### config.mk
export PLATFORM = sky130hd
export DESIGN_NAME = systolic_seq_ctrl
export DESIGN_NICKNAME = d
export VERILOG_FILES = /design/src/rtl/systolic_seq_ctrl.sv
export SDC_FILE = /design/constraint.sdc
export NUM_CORES = 1
export LEC_CHECK = 0
export CORE_AREA = 2 2 479 481
export CTS_BUF_LIST = sky130_fd_sc_hd__clkbuf_4 sky130_fd_sc_hd__clkbuf_8 sky130_fd_sc_hd__clkbuf_16
export CTS_CLUSTER_DIAMETER = 80
export DETAILED_ROUTE_END_ITERATION = 8
export DIE_AREA = 0 0 481 483
export SLEW_MARGIN = 20
export SYNTH_ARGS = -nofsm -noshare
export SYNTH_HDL_FRONTEND = slang
export SYNTH_SLANG_ARGS = --single-unit
export TNS_END_PERCENT = 20
### constraint.sdc
create_clock -name clk -period 5.2 [get_ports clk]
set_clock_uncertainty 0.1 [all_clocks]
set_input_delay 0.78 -clock clk [delete_from_list [all_inputs] [get_ports clk]]
set_output_delay 0.78 -clock clk [all_outputs]
set_load 0.05 [all_outputs]
### src/rtl/systolic_seq_ctrl.sv
// systolic_seq_ctrl: sequencer for a SIZE x SIZE systolic MAC array.
// It clears the PE accumulators, drives the skewed row/column feed enables,
// waits for the array to drain, then streams C row-major on an AXI-stream master.
// Optional build macro SEQ_PERF_CNT_EN adds the perf_cycles/perf_stall counters.
module systolic_seq_ctrl #(
  parameter int DATA_WIDTH = 32,
  parameter int SIZE       = 6,
  parameter int PE_LAT     = 1,
  localparam int CNT_W     = $clog2(2*SIZE) + 1
) (
  input  logic                         clk,
  input  logic                         rst,
  input  logic [3:0]                   N,
  input  logic                         START,
  output logic                         busy,
  output logic                         err_bad_n,
  output logic                         pe_clr,
  output logic                         pe_en,
  output logic [CNT_W-1:0]             feed_cnt,
  output logic [SIZE-1:0]              row_en,
  output logic [SIZE-1:0]              col_en,
  input  logic [SIZE*SIZE*DATA_WIDTH-1:0] c_matrix,
  output logic [DATA_WIDTH-1:0]        m_axis_data,
  output logic                         m_axis_valid,
  input  logic                         m_axis_ready,
  output logic                         m_axis_last,
`ifdef SEQ_PERF_CNT_EN
  output logic [31:0]                  perf_cycles,
  output logic [31:0]                  perf_stall,
`endif
  output logic                         GLOBAL_DONE
);

  localparam int IDX_W = (SIZE > 1) ? $clog2(SIZE) : 1;
  localparam int EL_W  = (SIZE > 1) ? $clog2(SIZE*SIZE) : 1;

  typedef enum logic [2:0] {
    S_IDLE, S_CLEAR, S_FEED, S_DRAIN, S_STREAM, S_DONE
  } state_t;

  state_t                 state_q, state_d;
  logic [CNT_W-1:0]       cnt_q, cnt_d;
  logic [IDX_W-1:0]       row_q, row_d, col_q, col_d;
  logic [3:0]             nq_q, nq_d;

  logic                   busy_q, busy_d, err_q, err_d, clr_q, clr_d, en_q, en_d;
  logic                   valid_q, valid_d, last_q, last_d, done_q, done_d;
  logic [CNT_W-1:0]       fcnt_q, fcnt_d;
  logic [SIZE-1:0]        rowen_q, rowen_d, colen_q, colen_d;
  logic [DATA_WIDTH-1:0]  data_q, data_d;

  logic [DATA_WIDTH-1:0]  c_elem [SIZE*SIZE];
  logic [CNT_W-1:0]       nq_ext, feed_last, drain_len;
  logic [IDX_W-1:0]       last_idx;
  logic [EL_W-1:0]        elem_idx;
  logic                   n_ok;

  // Physical-stride view of the array results, one element per PE.
  for (genvar k = 0; k < SIZE*SIZE; k++) begin : g_elem
    assign c_elem[k] = c_matrix[k*DATA_WIDTH +: DATA_WIDTH];
  end

  assign n_ok      = (N != 4'd0) && (int'(N) <= SIZE);
  assign nq_ext    = CNT_W'(nq_q);
  assign feed_last = (nq_ext << 1) - CNT_W'(2);
  assign drain_len = nq_ext + CNT_W'(PE_LAT) - CNT_W'(1);
  assign last_idx  = IDX_W'(nq_q - 4'd1);

  // Next-state and counter logic: phase sequencing and the row-major C walk.
  always_comb begin
    state_d = state_q;
    cnt_d   = cnt_q;
    row_d   = row_q;
    col_d   = col_q;
    nq_d    = nq_q;
    err_d   = 1'b0;
    case (state_q)
      S_IDLE: begin
        cnt_d = '0;
        row_d = '0;
        col_d = '0;
        if (START) begin
          if (n_ok) begin
            nq_d    = N;
            state_d = S_CLEAR;
          end else begin
            err_d = 1'b1;
          end
        end
      end
      S_CLEAR: begin
        cnt_d   = '0;
        state_d = S_FEED;
      end
      S_FEED: begin
        if (cnt_q == feed_last) begin
          cnt_d   = '0;
          // A zero-length drain (only possible with PE_LAT=0, N=1) skips DRAIN.
          state_d = (drain_len == '0) ? S_STREAM : S_DRAIN;
        end else begin
          cnt_d = cnt_q + 1'b1;
        end
      end
      S_DRAIN: begin
        if (cnt_q == drain_len - 1'b1) begin
          cnt_d   = '0;
          state_d = S_STREAM;
        end else begin
          cnt_d = cnt_q + 1'b1;
        end
      end
      S_STREAM: begin
        if (m_axis_ready) begin
          if (col_q == last_idx) begin
            col_d = '0;
            if (row_q == last_idx) state_d = S_DONE;
            else                   row_d   = row_q + 1'b1;
          end else begin
            col_d = col_q + 1'b1;
          end
        end
      end
      S_DONE:  state_d = S_IDLE;
      default: state_d = S_IDLE;
    endcase
  end

  // Output decode from the next state so every output leaves a flop (Moore, registered).
  always_comb begin
    busy_d   = (state_d != S_IDLE);
    clr_d    = (state_d == S_CLEAR);
    en_d     = (state_d == S_FEED) || (state_d == S_DRAIN);
    fcnt_d   = (state_d == S_FEED) ? cnt_d : '0;
    rowen_d  = '0;
    if (state_d == S_FEED) begin
      for (int r = 0; r < SIZE; r++) begin
        rowen_d[r] = (r < int'(nq_d)) && (r <= int'(cnt_d)) && (int'(cnt_d) < r + int'(nq_d));
      end
    end
    colen_d  = rowen_d;
    valid_d  = (state_d == S_STREAM);
    last_d   = valid_d && (row_d == last_idx) && (col_d == last_idx);
    done_d   = (state_d == S_DONE);
    elem_idx = EL_W'(row_d) * EL_W'(SIZE) + EL_W'(col_d);
    data_d   = '0;
    if (valid_d) begin
      // Hold the offered beat explicitly while the sink back-pressures.
      data_d = (state_q == S_STREAM && !m_axis_ready) ? data_q : c_elem[elem_idx];
    end
  end

  // FSM state, counters and registered outputs; async reset returns everything to IDLE/0.
  always_ff @(posedge clk or posedge rst) begin
    if (rst) begin
      state_q <= S_IDLE;
      cnt_q   <= '0;
      row_q   <= '0;
      col_q   <= '0;
      nq_q    <= '0;
      busy_q  <= 1'b0;
      err_q   <= 1'b0;
      clr_q   <= 1'b0;
      en_q    <= 1'b0;
      fcnt_q  <= '0;
      rowen_q <= '0;
      colen_q <= '0;
      valid_q <= 1'b0;
      last_q  <= 1'b0;
      done_q  <= 1'b0;
      data_q  <= '0;
    end else begin
      state_q <= state_d;
      cnt_q   <= cnt_d;
      row_q   <= row_d;
      col_q   <= col_d;
      nq_q    <= nq_d;
      busy_q  <= busy_d;
      err_q   <= err_d;
      clr_q   <= clr_d;
      en_q    <= en_d;
      fcnt_q  <= fcnt_d;
      rowen_q <= rowen_d;
      colen_q <= colen_d;
      valid_q <= valid_d;
      last_q  <= last_d;
      done_q  <= done_d;
      data_q  <= data_d;
    end
  end

  assign busy         = busy_q;
  assign err_bad_n    = err_q;
  assign pe_clr       = clr_q;
  assign pe_en        = en_q;
  assign feed_cnt     = fcnt_q;
  assign row_en       = rowen_q;
  assign col_en       = colen_q;
  assign m_axis_data  = data_q;
  assign m_axis_valid = valid_q;
  assign m_axis_last  = last_q;
  assign GLOBAL_DONE  = done_q;

`ifdef SEQ_PERF_CNT_EN
  logic [31:0] pcyc_q, pcyc_d, pstall_q, pstall_d;
  logic        accept;

  assign accept = (state_q == S_IDLE) && START && n_ok;

  // Saturating busy-cycle and stall counters, restarted when a START is accepted.
  always_comb begin
    pcyc_d   = pcyc_q;
    pstall_d = pstall_q;
    if (accept) begin
      pcyc_d   = '0;
      pstall_d = '0;
    end else begin
      if (busy_q && (pcyc_q != '1))                         pcyc_d   = pcyc_q + 1'b1;
      if (valid_q && !m_axis_ready && (pstall_q != '1))     pstall_d = pstall_q + 1'b1;
    end
  end

  // Perf counter registers.
  always_ff @(posedge clk or posedge rst) begin
    if (rst) begin
      pcyc_q   <= '0;
      pstall_q <= '0;
    end else begin
      pcyc_q   <= pcyc_d;
      pstall_q <= pstall_d;
    end
  end

  assign perf_cycles = pcyc_q;
  assign perf_stall  = pstall_q;
`endif

endmodule

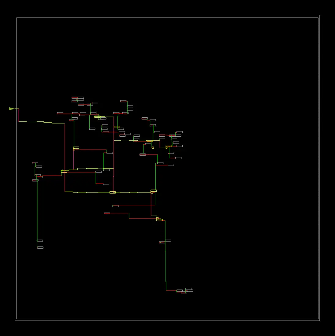
(the clock network)
Clock Buffer Count: 9
Sink Count: 68
Clock Latency Late Sink: 0.39 ns

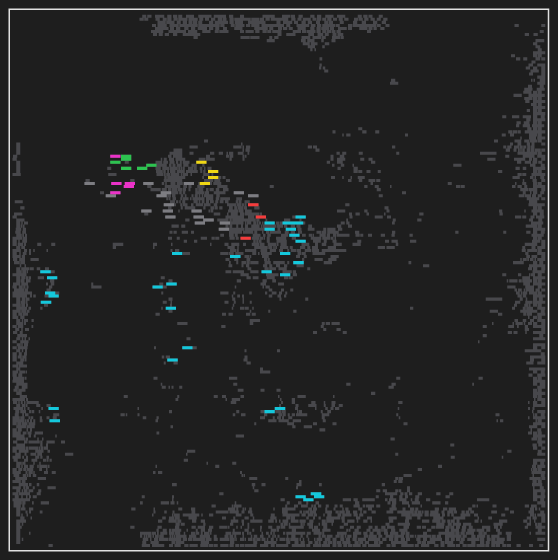
(sequential cells coloured by netlist name)
Other sequential cells in the stronger grey, the rest of the logic in the fainter grey.
| signal | colour | flops |
|---|---|---|
| col_en | green | 6 |
| row_q | red | 3 |
| feed_cnt | magenta | 5 |
| m_axis_data | cyan | 32 |
| nq_q | yellow | 4 |

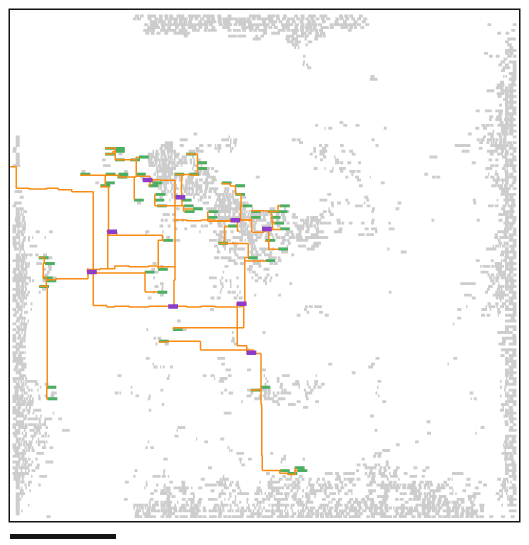
(clock wires, drivers and flops)
The bar under the picture is 100 um long.
[flip-flops] green | count: 68
[clock-net drivers] purple | count: 9
[clock wires] orange | length: 2260 um
routed clock nets: 10

==> results.sh <==
# yosys + openroad results
export IMPL_status="finished, final reports clean"
export IMPL_ff_type="dfrtp_1"
export IMPL_diodes=73
export IMPL_final_cells=6316
export IMPL_worst_slew_pin_slew_ns=1.068
export IMPL_synth_seq_cells=68
export IMPL_holdPathEnd="m_axis_data[23]"
export IMPL_ys_sh_adder=0.03172
export IMPL_end_kind="flip-flop"
export IMPL_flop_count=68
export IMPL_cp_top_family="AND-OR/OR-AND gates"
export IMPL_logic_gates=1678
export IMPL_ys_area_um2=13770
export IMPL_dieArea_um2=232300
export IMPL_edf_count=0
export IMPL_taps=3009
export IMPL_initial_utilization=0.06068
export IMPL_regToRegEndpoint="m_axis_data[29]"
export IMPL_seqCellArea_um2=1702
export IMPL_utilization=0.1418
export IMPL_rr_startpoint="nq_q[1]"
export IMPL_grt_pass1_vias=23332
export IMPL_final_cell_mix="1213 x clkdlybuf4s50_1, 552 x nand2_1, 231 x mux2i_1"
export IMPL_cts_hold_buf=0
export IMPL_drv_cap=0
export IMPL_core_area_um2=226800
export IMPL_clk_pin_slew_ns=0.08
export IMPL_totalWireLength_mm=210.7
export IMPL_cp_required_ns=5.44
export IMPL_cts_buffer_depth=2
export IMPL_min_from="m_axis_data[23]"
export IMPL_cts_tree="done"
export IMPL_gr_total_overflow=0
export IMPL_via_per_inst=3.657
export IMPL_post_synth_cell_area_avg_um2=7.005
export IMPL_setup_violations=0
export IMPL_drt_pass1_iterations=7
export IMPL_hold_violations=0
export IMPL_most_common_cell="nand2_1"
export IMPL_rsz0062_at_grt="yes"
export IMPL_slowest_stage="a21oi_2"
export IMPL_grt_util_met1=0.1840
export IMPL_nets=4422
export IMPL_seq_area_frac_synth=0.1236
export IMPL_syn_nets=3157
export IMPL_drive_gt1_frac=0.1129
export IMPL_ioPinCount=1216
export IMPL_place_area_um2=31410
export IMPL_dp_worst_setup_slack_ns=-0.6851
export IMPL_endpoint="m_axis_data[29]"
export IMPL_netlist_top_cell_by_area="mux2i_1"
export IMPL_area_growth_pct=133.7
export IMPL_comb_area_um2=11400
export IMPL_path_buffers=7
export IMPL_antenna_found_initial=208
export IMPL_clkCellAreaFrac=0.008285
export IMPL_die_h_um=483
export IMPL_grt_max_degree=122
export IMPL_min_path_cells=1
export IMPL_worstPathArrival_ns=5.39
export IMPL_lay_top_count="clkdlybuf4s50_1"
power by group:
group / switching [mW] / leakage (nW) / total, mW / internal, mW
Combinational: 3.80 / 9.79 / 6.53 / 2.73
Sequential: 0.109 / 0.929 / 0.735 / 0.626
Clock: 0.329 / 0.124 / 0.650 / 0.321
layer usage:
layer,up-vias,share of wire
met5,-,0.0027
met4,92,0.048
met3,512,0.098
met2,1673,0.49
met1,10954,0.36
li1,9865,-
repair_timing:
item,in CTS,in global routing
gates resized,23,26
buffers inserted,3,2
gates cloned,1,0
endpoints found under the setup margin,29,30
pin swaps,4,5
cell families after synthesis:
logic type,count (synthesis)
AND/OR/NAND/NOR,967
AND-OR/OR-AND,363
multiplexers,285
buffers and inverters,219
flip-flops,68
adder cells (fa/ha/maj),34
XOR/XNOR,29
Power and IR drop assume default switching activity.
